===== src/rtl/morse_player.sv =====
// Morse code player: replays one latched 10-bit word (five 2-bit symbols,
// LSB pair first) as a lamp signal paced by an external tick enable.
// Symbol encoding: 01 = dot, 11 = dash, 00/10 = end of word.
module morse_player #(
    parameter int DOT_TICKS  = 1,
    parameter int DASH_TICKS = 3,
    parameter int GAP_TICKS  = 1,
    parameter int CNT_WIDTH  = 4
) (
    input  logic       clock,
    input  logic       resetn,
    input  logic       tick,
    input  logic       start,
    input  logic [9:0] code,
    output logic       light,
    output logic       busy,
    output logic       done,
    output logic [2:0] sym_idx
);

    localparam logic [1:0] S_IDLE  = 2'd0;
    localparam logic [1:0] S_MARK  = 2'd1;
    localparam logic [1:0] S_SPACE = 2'd2;
    localparam logic [1:0] S_DONE  = 2'd3;

    localparam logic [CNT_WIDTH-1:0] DOT_LEN  = CNT_WIDTH'(DOT_TICKS);
    localparam logic [CNT_WIDTH-1:0] DASH_LEN = CNT_WIDTH'(DASH_TICKS);
    localparam logic [CNT_WIDTH-1:0] GAP_LEN  = CNT_WIDTH'(GAP_TICKS);
    localparam logic [CNT_WIDTH-1:0] CNT_ONE  = CNT_WIDTH'(1);

    logic [1:0]           state, state_nx;
    logic [CNT_WIDTH-1:0] cnt, cnt_nx;
    logic [9:0]           shreg, shreg_nx;
    logic [2:0]           sym_nx;

    // Next-state, counter, shift-register and symbol-index computation.
    always_comb begin
        // NOTE: every signal gets a default here so no path leaves it unassigned (no latch).
        state_nx = state;
        cnt_nx   = cnt;
        shreg_nx = shreg;
        sym_nx   = sym_idx;
        case (state)
            S_IDLE: begin
                sym_nx = 3'd0;
                if (start) begin
                    shreg_nx = code;
                    // bit 0 set means a real symbol (01 or 11); bit 1 picks dash vs dot
                    if (code[0]) begin
                        state_nx = S_MARK;
                        cnt_nx   = code[1] ? DASH_LEN : DOT_LEN;
                    end else begin
                        state_nx = S_DONE;
                    end
                end
            end
            S_MARK: begin
                if (tick) begin
                    if (cnt == CNT_ONE) begin
                        // retire the current symbol; zeros fill in from the top
                        shreg_nx = {2'b00, shreg[9:2]};
                        sym_nx   = sym_idx + 3'd1;
                        if (shreg[2] && (sym_idx < 3'd4)) begin
                            state_nx = S_SPACE;
                            cnt_nx   = GAP_LEN;
                        end else begin
                            state_nx = S_DONE;
                        end
                    end else begin
                        cnt_nx = cnt - CNT_ONE;
                    end
                end
            end
            S_SPACE: begin
                if (tick) begin
                    if (cnt == CNT_ONE) begin
                        state_nx = S_MARK;
                        cnt_nx   = shreg[1] ? DASH_LEN : DOT_LEN;
                    end else begin
                        cnt_nx = cnt - CNT_ONE;
                    end
                end
            end
            S_DONE: begin
                state_nx = S_IDLE;
                sym_nx   = 3'd0;
            end
            default: begin
                state_nx = S_IDLE;
                sym_nx   = 3'd0;
            end
        endcase
    end

    // State registers with asynchronous clear; reset mid-playback simply aborts.
    always_ff @(posedge clock or negedge resetn) begin
        if (!resetn) begin
            state   <= S_IDLE;
            cnt     <= '0;
            shreg   <= '0;
            sym_idx <= 3'd0;
        end else begin
            // NOTE: registered state always uses non-blocking assignment.
            state   <= state_nx;
            cnt     <= cnt_nx;
            shreg   <= shreg_nx;
            sym_idx <= sym_nx;
        end
    end

    // Outputs decode straight from state, so reset clears them immediately.
    assign light = (state == S_MARK);
    assign busy  = (state != S_IDLE);
    assign done  = (state == S_DONE);

endmodule

===== config.mk =====
export PLATFORM = sky130hd
export DESIGN_NAME = morse_player
export DESIGN_NICKNAME = d
export VERILOG_FILES = /design/src/rtl/morse_player.sv
export SDC_FILE = /design/constraint.sdc
export NUM_CORES = 1
export LEC_CHECK = 0
export CAP_MARGIN = 10
export CELL_PAD_IN_SITES_DETAIL_PLACEMENT = 0
export CELL_PAD_IN_SITES_GLOBAL_PLACEMENT = 1
export CORE_MARGIN = 2
export CORE_UTILIZATION = 25
export DETAILED_ROUTE_END_ITERATION = 10
export PLACE_DENSITY = 0.66
export SLEW_MARGIN = 20
export SYNTH_ARGS = -nofsm -noshare
export SYNTH_HDL_FRONTEND = slang
export SYNTH_SLANG_ARGS = --single-unit

===== constraint.sdc =====
create_clock -name clock -period 1.9 [get_ports clock]
set_input_delay 0.57 -clock clock [delete_from_list [all_inputs] [get_ports clock]]
set_output_delay 0.57 -clock clock [all_outputs]
set_load 0.02 [all_outputs]

==> out/results.txt <==
MUX area fraction: 0.0889
Ys flop type: dfrtp_1
P per Cell Area: 1960 nW/um^2
Fmax: 532 MHz
Area of the die: 5170 um^2
Inverters: 12
Area of the core: 4410 um^2
Initial antenna violation count: 0
Hold_sp: shreg[9]$_DFFE_PN0P_
Tap cell count: 52
Synth top cell by count: dfrtp_1
Max-slew headroom: 0.752
Post-synth EDFFs: 0
Register share of the cell area: 0.265
Die W: 71.9 um
Yosys chip area: 1150 um^2
Critical Path, Cell by Cell: ha_4, buf_12, o21ba_4, a2111oi_4, o21ai_2, mux2_1
Most numerous logic cells after layout: 17 x dfrtp_1, 17 x buf_4, 15 x clkdlybuf4s50_1
Synth area leader: dfrtp_1
Hold slack: 0.535 ns
# resized after CTS: 6
Final WS setup: 0.0190 ns
Net Count, Synth: 131
WL met1: 1.21 mm
Critical path arrival: 2.02 ns
Largest net degree at the start of global routing: 19
Biggest register: shreg
Setup crit end kind: register
Share of cells above drive strength 1: 0.311
Biggest regs: shreg x9, cnt x4, sym_idx x3
First-pass GRT wire length: 4.19 mm
Pins over their slew limit: 0
Final period util: 0.990
Avg Cell Area, Syn: 10.6 um^2
Setup Slack @ Placement: -0.136 ns
Max Clock Skew: 0.00164 ns
Post-synthesis async set-or-reset flop share: 1.00
CP Buf/Inv Count: 1
Tot Pwr: 3340 uW
Leakage: 0.000751 uW
Worst EP required: 2.03 ns
Met2 WL post-DR: 1.31 mm
Reg clk slew, reported paths: 0.07 ns
CP max stage delay: 0.45 ns
Outcome: finished clean
# setup viols final: 0
Vias per Instance: 4.70
Final hold violations: 0
Worst setup startpoint: state[0]$_DFFE_PN0P_
Main logic family after synthesis: AND-OR/OR-AND gates
Simple share: 0.175
Hold endpoint: shreg[9]$_DFFE_PN0P_
Deepest clock path buffer count: 2
Part of the Yosys area used for sequential elements: 0.390
Setup TNS: 0 ns
Vias in the first global route: 967
Diode count: 0
Post-detail-place hpwl: 1.90 mm
Final cell count without fillers: 203
Adder share: 0.0868
Aoi share: 0.193
Cells after Synth: 109
Top class by area: logic gates
Core Util at FP: 0.261
Top cells by area: dfrtp_1 39%, ha_1 8.7%, mux2i_1 6.9%
Top Ports: 20
Worst Hold Path Cells: 2
RSZ-0062 raised after global routing: yes
Clock Sinks: 18
DRT iter0 DRCs: 42
Maximum VDD drop: 0.510 mV
Reg area: 452 um^2
Kind of critical path: register to register
Crit path max-delay cell type: dfrtp_2
Remaining antenna violation count: 0
Top-area cell share: 0.390
Yosys Instances: 109
R2r worst-path depth: 6
Distinct lib cells used: 36
Placed Instance Area: 1530 um^2
Logic area: 663 um^2
Placed Cells: 193
Final nets: 174
Synth flops: 18
Hold Path Class: register to register
MaxCap Viol Count: 0
Postcts setup bufs: 0
RR Endpoint: cnt[0]$_DFFE_PN0P_
Routability cong.: 0.792
Gr ovfl total: 0
Area growth, synth to finish: 47.5%
Data buffer area share: 0.248
Clock-cell share of area: 0.0324
Post-route cell area: 1700 um^2
Post-synthesis cell area: 1150 um^2
Worst-margin pin slew: 0.369 ns
Setup crit start kind: register
Htree depth: 1
Port Buffers: 19
CTS tree: done
Synth cell count leaders: 18 x dfrtp_1, 12 x inv_1
# DRC: 0
Logic share of the area: 0.390
Yosys warns: 0
Number of logic gates: 75
CTS Hold Bufs: 0
OpenROAD warning count: 32
XOR/XNOR Area Share: 0
Worst-path fanout max: 7
Uppermost layer routed: met4
R2r setup slk: 0.02 ns
Initial DRT Pass Iterations: 4
Minimum clock period: 1.88 ns
Layout clock buffers: 4
Nonclk buf count: 42
Max reg flops: 9
CP top delay family: AND-OR/OR-AND gates
Late-Pin Clk Latency: 0.25 ns
CTS buffer count: 3
Met3 WL: 106 um
Die H: 71.9 um
CTS root buffer: clkbuf_8
Final Core Density: 0.385
Reg-to-reg startpoint: state[0]$_DFFE_PN0P_
==> worst max-delay path by stage <==
| stage | cells past startpoint | endpoint | slack [ns] |
|---|---|---|---|
| after floorplan | 7 | cnt[0]$_DFFE_PN0P_ | 0.07 |
| after global placement | 5 | cnt[0]$_DFFE_PN0P_ | -0.14 |
| after detailed placement | 6 | state[0]$_DFFE_PN0P_ | -0.14 |
| after CTS | 1 | sym_idx[2] | 0.003 |
| after global routing | 6 | cnt[0]$_DFFE_PN0P_ | -0.05 |
| final | 6 | cnt[0]$_DFFE_PN0P_ | 0.02 |
==> layer usage <==
metal  track usage  up-vias
li1              -      472
met2         0.171       16
met1         0.122      462
met4        0.0545        0
met5             0        -
met3        0.0208        4
==> report_power, final <==
part           total (uW)  internal [uW]  switching [uW]
logic                2300           1240            1060
clock network         310            184             126
registers             732            576             156
clk_routes.png
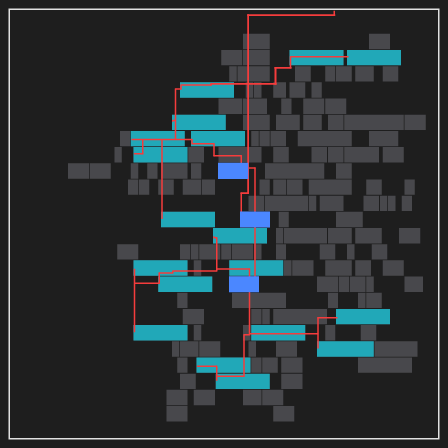
red -> clock wires  # length 256 um
blue -> clock drivers  # count 3
cyan -> flip-flops  # count 18
routed clock nets = 4

flops_by_reg.png
The bar under the picture is 20 um long.
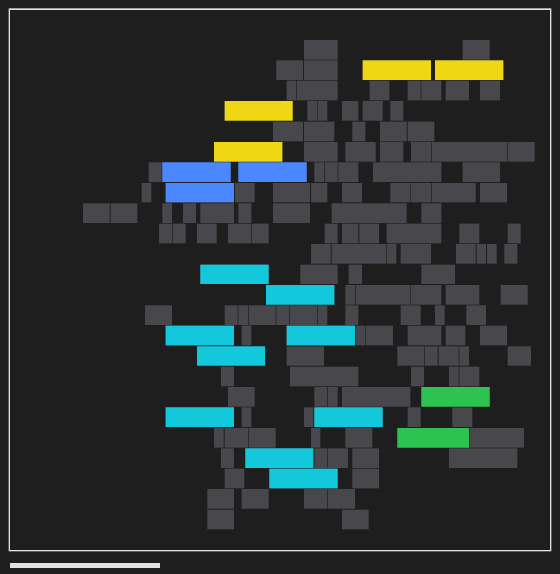
cyan -> shreg  # placed flops 9
blue -> sym_idx  # placed flops 3
green -> state  # placed flops 2
yellow -> cnt  # placed flops 4

placement.png
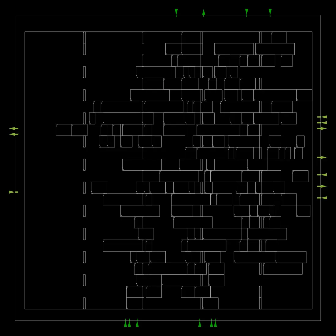
filler cell count: 432
Flops: 18
row count: 24

metal_density.png
14 x 14 tiles, from dark blue (low) to red (high), scaled to the fullest tile. Values are wire area over tile area, all layers added.
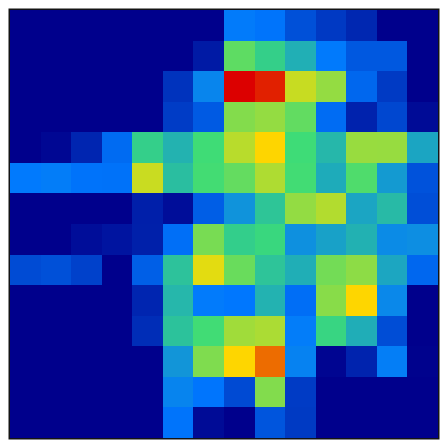
tiles over half the peak = 18%
emptiest ninth of the die = south-west
mean over tiles = 0.080
routed vias: 954
overall routing resource usage: 0.102
post-DR wirelength/cell: 13.1 um
wirelength, routed: 2.66 mm

Power is estimated from default activity; no workload was simulated.
